[src/rtl/fp16_pkg.sv]
// fp16_pkg: shared encodings and field widths for the fp16 multiplier completion stage.
package fp16_pkg;
    localparam int EXP_W  = 5;
    localparam int FRAC_W = 10;
    localparam int BIAS   = 15;

    localparam logic [1:0] IDLE     = 2'd0;
    localparam logic [1:0] WAIT_SIG = 2'd1;
    localparam logic [1:0] DONE     = 2'd2;

    localparam logic [15:0] FP16_QNAN = 16'h7E00;
    localparam logic [15:0] FP16_INF  = 16'h7C00;

    typedef enum logic [1:0] {
        ZERO = 2'd0,
        NORM = 2'd1,
        INF  = 2'd2,
        NAN  = 2'd3
    } fp_class_t;
endpackage

[src/rtl/dff.sv]
// dff: plain register with asynchronous active-low reset to a fixed value.
module dff #(
    parameter int         W         = 1,
    parameter logic [W-1:0] RESET_VAL = '0
) (
    input  logic         clk,
    input  logic         reset_b,
    input  logic [W-1:0] d,
    output logic [W-1:0] q
);
    always_ff @(posedge clk or negedge reset_b) begin
        if (!reset_b) q <= RESET_VAL;
        else          q <= d;
    end
endmodule

[src/rtl/fp16_classify.sv]
// fp16_classify: sorts an unsigned fp16 magnitude into zero/normal/inf/nan; subnormals count as zero.
module fp16_classify
    import fp16_pkg::*;
#(
    parameter int EXP_WIDTH  = EXP_W,
    parameter int FRAC_WIDTH = FRAC_W
) (
    input  logic [EXP_WIDTH+FRAC_WIDTH-1:0] op,
    output fp_class_t                       cls
);
    logic exp_zero, exp_max, frac_zero;

    assign exp_zero  = op[EXP_WIDTH+FRAC_WIDTH-1:FRAC_WIDTH] == '0;
    assign exp_max   = &op[EXP_WIDTH+FRAC_WIDTH-1:FRAC_WIDTH];
    assign frac_zero = op[FRAC_WIDTH-1:0] == '0;

    always_comb cls = exp_zero ? ZERO : !exp_max ? NORM : frac_zero ? INF : NAN;
endmodule

[src/rtl/fp16_mul_exp_packer.sv]
// fp16_mul_exp_packer: completes an fp16 multiply -- exponent, specials, over/underflow, packed valid/ready output.
// Optional FP_MUL_FLAGS_EN adds flags = {invalid, overflow, underflow, zero_result}.
module fp16_mul_exp_packer
    import fp16_pkg::*;
#(
    parameter int EXP_WIDTH  = EXP_W,
    parameter int FRAC_WIDTH = FRAC_W,
    parameter int EXP_BIAS   = BIAS
) (
    input  logic                            clk,
    input  logic                            reset_b,
    input  logic                            start,
    input  logic [EXP_WIDTH+FRAC_WIDTH:0]   op_a,
    input  logic [EXP_WIDTH+FRAC_WIDTH:0]   op_b,
    input  logic                            sig_valid,
    input  logic [FRAC_WIDTH-1:0]           sig_result,
    input  logic                            sig_msb,
    output logic                            busy,
    output logic                            out_valid,
    input  logic                            out_ready,
    output logic [EXP_WIDTH+FRAC_WIDTH:0]   out_data
`ifdef FP_MUL_FLAGS_EN
    ,
    output logic [3:0]                      flags
`endif
);
    localparam int W  = 1 + EXP_WIDTH + FRAC_WIDTH;
    localparam int EW = EXP_WIDTH + 2;

    localparam logic signed [EW-1:0] BIAS_S = EW'(EXP_BIAS);
    localparam logic signed [EW-1:0] E_MAX  = EW'((1 << EXP_WIDTH) - 1);
    localparam logic signed [EW-1:0] E_ZERO = '0;
    localparam logic [W-1:0]   QNAN    = {1'b0, {EXP_WIDTH{1'b1}}, 1'b1, {(FRAC_WIDTH-1){1'b0}}};
    localparam logic [W-2:0]   INF_MAG = {{EXP_WIDTH{1'b1}}, {FRAC_WIDTH{1'b0}}};

    logic [1:0] state, state_nxt;
    logic accept, finish, handoff;
    logic [EXP_WIDTH-1:0] exp_a, exp_b;
    logic sign;
    fp_class_t cls_a, cls_b, cls_a_in, cls_b_in;
    logic signed [EW-1:0] e;
    logic nan_case, inf_case, zero_case, ovf, unf;
    logic [W-1:0] result;

    fp16_classify #(.EXP_WIDTH(EXP_WIDTH), .FRAC_WIDTH(FRAC_WIDTH)) u_cls_a (.op(op_a[W-2:0]), .cls(cls_a_in));
    fp16_classify #(.EXP_WIDTH(EXP_WIDTH), .FRAC_WIDTH(FRAC_WIDTH)) u_cls_b (.op(op_b[W-2:0]), .cls(cls_b_in));

    assign accept  = state == IDLE && start;
    assign finish  = state == WAIT_SIG && sig_valid;
    assign handoff = state == DONE && out_ready;
    assign busy    = state != IDLE;

    always_comb state_nxt = accept ? WAIT_SIG : finish ? DONE : handoff ? IDLE : state;

    dff #(.W(2), .RESET_VAL(IDLE)) u_state (.clk(clk), .reset_b(reset_b), .d(state_nxt), .q(state));

    // Specials take priority over exponent range; the sig handler result is simply discarded for them.
    always_comb begin
        e = $signed({2'b00, exp_a}) + $signed({2'b00, exp_b}) - BIAS_S
            + $signed({{(EW-1){1'b0}}, sig_msb});
        nan_case  = cls_a == NAN || cls_b == NAN || (cls_a == INF && cls_b == ZERO)
                    || (cls_a == ZERO && cls_b == INF);
        inf_case  = cls_a == INF || cls_b == INF;
        zero_case = cls_a == ZERO || cls_b == ZERO;
        ovf       = e >= E_MAX;
        unf       = e <= E_ZERO;
        result    = nan_case  ? QNAN :
                    inf_case  ? {sign, INF_MAG} :
                    zero_case ? {sign, {(W-1){1'b0}}} :
                    ovf       ? {sign, INF_MAG} :
                    unf       ? {sign, {(W-1){1'b0}}} :
                                {sign, e[EXP_WIDTH-1:0], sig_result};
    end

`ifdef FP_MUL_FLAGS_EN
    logic [3:0] flags_nxt;
    logic       regular;
    always_comb begin
        regular   = !nan_case && !inf_case && !zero_case;
        flags_nxt = {nan_case, regular && ovf, regular && unf, result[W-2:0] == '0};
    end
`endif

    always_ff @(posedge clk or negedge reset_b) begin
        if (!reset_b) begin
            exp_a     <= '0;
            exp_b     <= '0;
            sign      <= 1'b0;
            cls_a     <= ZERO;
            cls_b     <= ZERO;
            out_data  <= '0;
            out_valid <= 1'b0;
`ifdef FP_MUL_FLAGS_EN
            flags     <= '0;
`endif
        end else begin
            if (accept) begin
                exp_a <= op_a[W-2:FRAC_WIDTH];
                exp_b <= op_b[W-2:FRAC_WIDTH];
                sign  <= op_a[W-1] ^ op_b[W-1];
                cls_a <= cls_a_in;
                cls_b <= cls_b_in;
            end
            if (finish) begin
                out_data  <= result;
                out_valid <= 1'b1;
`ifdef FP_MUL_FLAGS_EN
                flags     <= flags_nxt;
`endif
            end else if (handoff) begin
                out_valid <= 1'b0;
`ifdef FP_MUL_FLAGS_EN
                flags     <= '0;
`endif
            end
        end
    end
endmodule

[config.mk]
export PLATFORM = sky130hd
export DESIGN_NAME = fp16_mul_exp_packer
export DESIGN_NICKNAME = d
export VERILOG_FILES = /design/src/rtl/fp16_pkg.sv /design/src/rtl/dff.sv /design/src/rtl/fp16_classify.sv /design/src/rtl/fp16_mul_exp_packer.sv
export SDC_FILE = /design/constraint.sdc
export NUM_CORES = 1
export LEC_CHECK = 0
export ABC_AREA = 1
export ABC_CLOCK_PERIOD_IN_PS = 4900
export CAP_MARGIN = 20
export CORE_UTILIZATION = 50
export CTS_BUF_LIST = sky130_fd_sc_hd__clkbuf_2
export CTS_CLUSTER_DIAMETER = 120
export DETAILED_ROUTE_END_ITERATION = 7
export PLACE_DENSITY = 0.86
export SYNTH_ARGS = -nofsm -noshare
export SYNTH_HDL_FRONTEND = slang
export SYNTH_SLANG_ARGS = --single-unit
[constraint.sdc]
create_clock -name clk -period 4.9 [get_ports clk]
set_clock_uncertainty 0.15 [all_clocks]
set_input_delay 0.98 -clock clk [delete_from_list [all_inputs] [get_ports clk]]
set_output_delay 0.98 -clock clk [all_outputs]
set_load 0.03 [all_outputs]
==> impl_metrics.toml <==
# yosys + openroad results
[synth]
postSynthCellCount = 251
async_flop_share_pct = 100
edf_count = 0
synthesis.area_um2 = 1990
seq_area_frac_synth_pct = 42.7
yosys_area_um2 = 1990
synth_adder_area_share_pct = 7.29
xor_share_pct = 0.440
aoi_share_pct = 10.2
syn_nets = 310
ys_cells = 251
yosys.cell_types.count = 28
top_logic_kind = "simple AND/OR/NAND/NOR gates"
syn_area_per_cell_um2 = 7.94
mux_area_share_pct = 0
ys.flop_type = "dfrtp_1"
synth-seq-cells = 34
yosys_warnings = 0
ys_sh_simple_pct = 31.3

[place]
dpl.hpwl_um = 3640
pre_cts_ws_ps = 1170
postPlaceCellArea_um2 = 2690
finalWeightedCongestion = 0.852
post-place-cells = 361
port_buffers = 65

[floorplan]
io_pins = 66
nWellTaps = 48
fp_util_pct = 53.2
rows = 22
die_area_um2 = 4240

[power_and_ir_drop]
pwr-share-seq_pct = 24.9
combPwrFrac_pct = 66.1
powerDensity_nw_per_um2 = 709
intPower_uw = 971
switching_share_pct = 50.1
maxPowerGroup = "combinational logic"
power_switching_uw = 977
p_leak_nw = 1.33
seq-power_uw = 486
p_total_mw = 1.95
comb_power_mw = 1.29

[critical_path]
crit_end = "out_data[12]$_DFFE_PN0P_"
cpPeakStageDelay_ps = 450
cp_num_cells = 19
worstPathCellList = "clkdlybuf4s50_1 -> inv_1 -> ha_1 -> inv_1 -> ha_1 -> inv_1 -> fa_1 -> inv_1 -> nand3_1 -> nand2_1 -> nand2_2 -> nand2_2 -> inv_2 -> nor2_1 -> nand2_2 -> nand3_1 -> nand2_2 -> nand2_1 -> a21oi_1"
r2r_cells = 18
slowest_stage = "clkdlybuf4s50_1"
reg2reg_slack_ps = 2150
critPathTopFamily = "simple AND/OR/NAND/NOR gates"
crit_start = "sig_msb"
critPathRequiredTime_ps = 5020
critPathKind = "in2reg"
timing.rr.end = "out_data[12]$_DFFE_PN0P_"
path_max_fanout = 6
path_buffers = 6
cp.arrival_ps = 3540
startpoint_type = "input pin"
r2r-start = "exp_b[0]$_DFFE_PN0P_"
end_kind = "flop"

[final_timing]
rsz0062_at_grt = "false"
worst_pin_slew_ps = 719
fmax_mhz = 293
min_period_ps = 3420
tns_ps = 0
maxSlewHeadroom_pct = 52.0
slew_violations = 0
timing.final.crit_share_pct = 69.8
setup_viol = 0
hold_viol = 0
setup_ws_ps = 1480
hold_slack_ps = 354

[route]
firstDrtPassIters = 5
drt_drc_violations_left = 0
dr_total_vias = 1927
drt_iter0_markers = 139
drt-total-wl_um = 4620
via_per_inst = 5.24
drtAntennaViolNets = 0

[worst_hold_path]
hp-start = "sign$_DFFE_PN0P_"
whs_path_depth = 2
min_path_type = "reg2reg"
whs_endpoint = "out_data[15]$_DFFE_PN0P_"

[final_layout]
largest_class = "combinational gates"
final-clk-cell-share_pct = 2.14
antenna_cells = 0
buffer_area_share_pct = 24.0
mi_logic_area_um2 = 980
drive_gt1_share_pct = 9.69
fill_cells = 297
instances_no_fill = 368
regArea_um2 = 851
final_layout_top_logic_cell = "clkdlybuf4s50_1"
nFlopsAndLatches = 34
final_cell_mix = "clkdlybuf4s50_1 (65), nand2_1 (62), inv_1 (34), dfrtp_1 (34)"
syn2layout_area_growth_pct = 37.9
signal_buffers = 66
nClkBuffers = 5
inverters = 37
finalNetCount = 379
comb_share_pct = 35.7
comb_cells = 176

[cts]
cts_max_level = 2
cts_tree = "built"
cts_hold_buf = 0
cts_root_buffer = "clkbuf_2"
cts_buffer_depth = 2
clk_pin_slew_ps = 180
cts_resized = 0
cts_post_setup_buffers_inserted = 0
tritoncts.num_buffers = 5
clkSinkCount = 34

[global_routing]
grt-ovfl-total = 0
grt_pass1_wl_um = 7960
grt_pass1_vias = 1944
antenna_found_initial = 0
grt_usage_pct = 24.8
met2_usage_pct = 46.5
grt_max_degree = 35

[flow_run]
warning_count = 26
drv_cap = 0

[outcome]
outcome = "finished, final reports clean"
[Yosys cell counts, types with 8 or more instances]
cell type | count | area (um2)
ha_1 | 10 | 125
o21ai_0 | 19 | 95.1
o21ai_1 | 9 | 45.0
inv_1 | 34 | 128
dfrtp_1 | 34 | 851
nand3_1 | 19 | 95.1
a21oi_1 | 8 | 40.0
nand2_1 | 62 | 233
nor2_1 | 14 | 52.6
nand2_2 | 11 | 68.8
[per-layer routing]
layer  part of all wire, %  routed length (um)
met1                    39                1790
met3                   5.2                 242
met5                     0                   0
met4                   2.4                 113
met2                    54                2480
[flip-flops by register name, indices dropped and copies added, names as in the netlist]
register	flops
exp_b	5
exp_a	5
u_state.q	2
out_valid	1
cls_b	2
cls_a	2
sign	1
out_data	16
Figure 1. Clock wires, drivers and flops.
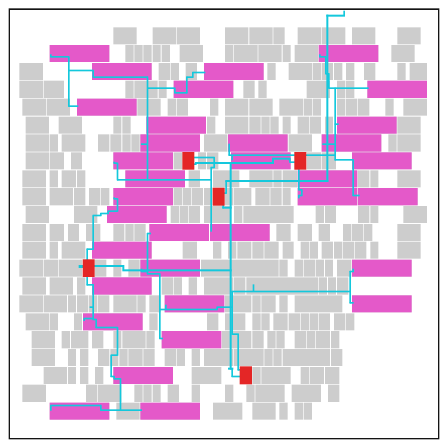
[clock wires] cyan | length: 409 um
[flip-flops] magenta | count: 34
[cells driving clock nets] red | count: 5
flops lie: all over the die
Clock Power Share: 9.0%
P_clk: 175 uW
Latency at later pin: 380 ps

Figure 2. PDN straps and rails.
Pins as bars on the die edge. Tap cells in gray.
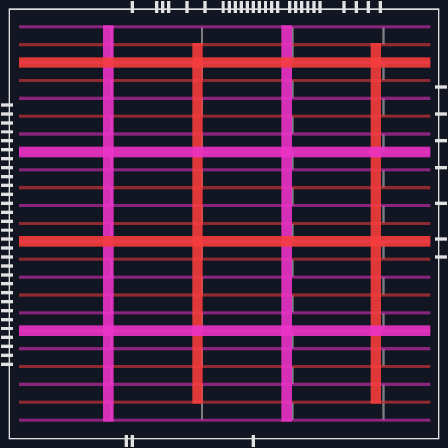
[VSS] magenta
[VDD] red
rows: 22
tap cells: 48
die height: 65.1 um
die x size: 65.1 um
worst vdd ir: 0.269 mV
CORE AREA: 3740 um2

Figure 3. Routing congestion.
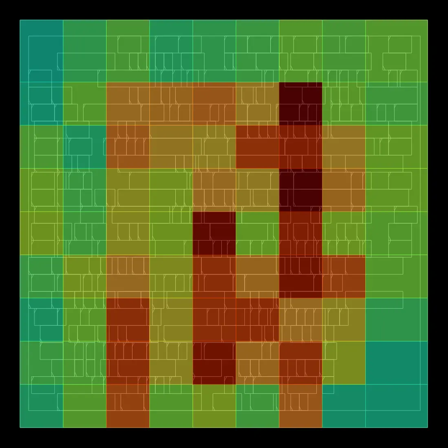
DR WL/cell: 12.6 um
grt met1 use: 26.6%
Global Route met3 Usage: 5.90%
gr busiest metal: met2

Figure 4. Placement by cell class.
Scale bar: 20 um.
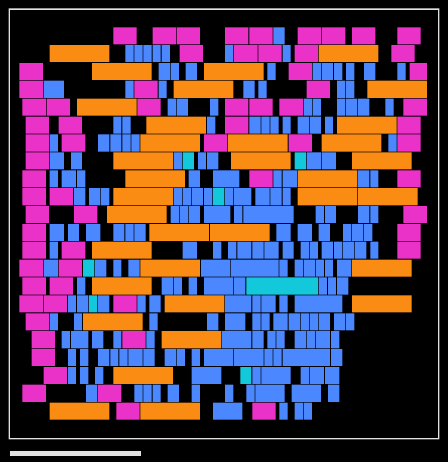
[clock drivers and dummy loads] cyan | cells: 7
[flops] orange | cells: 34
[all other logic] blue | cells: 213
[other buffers and delay cells] magenta | cells: 66
Finished Core Util: 73.4%
Final Instance Area: 2750 um2
sequential cell area share: 31.0%

Power is estimated from default activity; no workload was simulated.
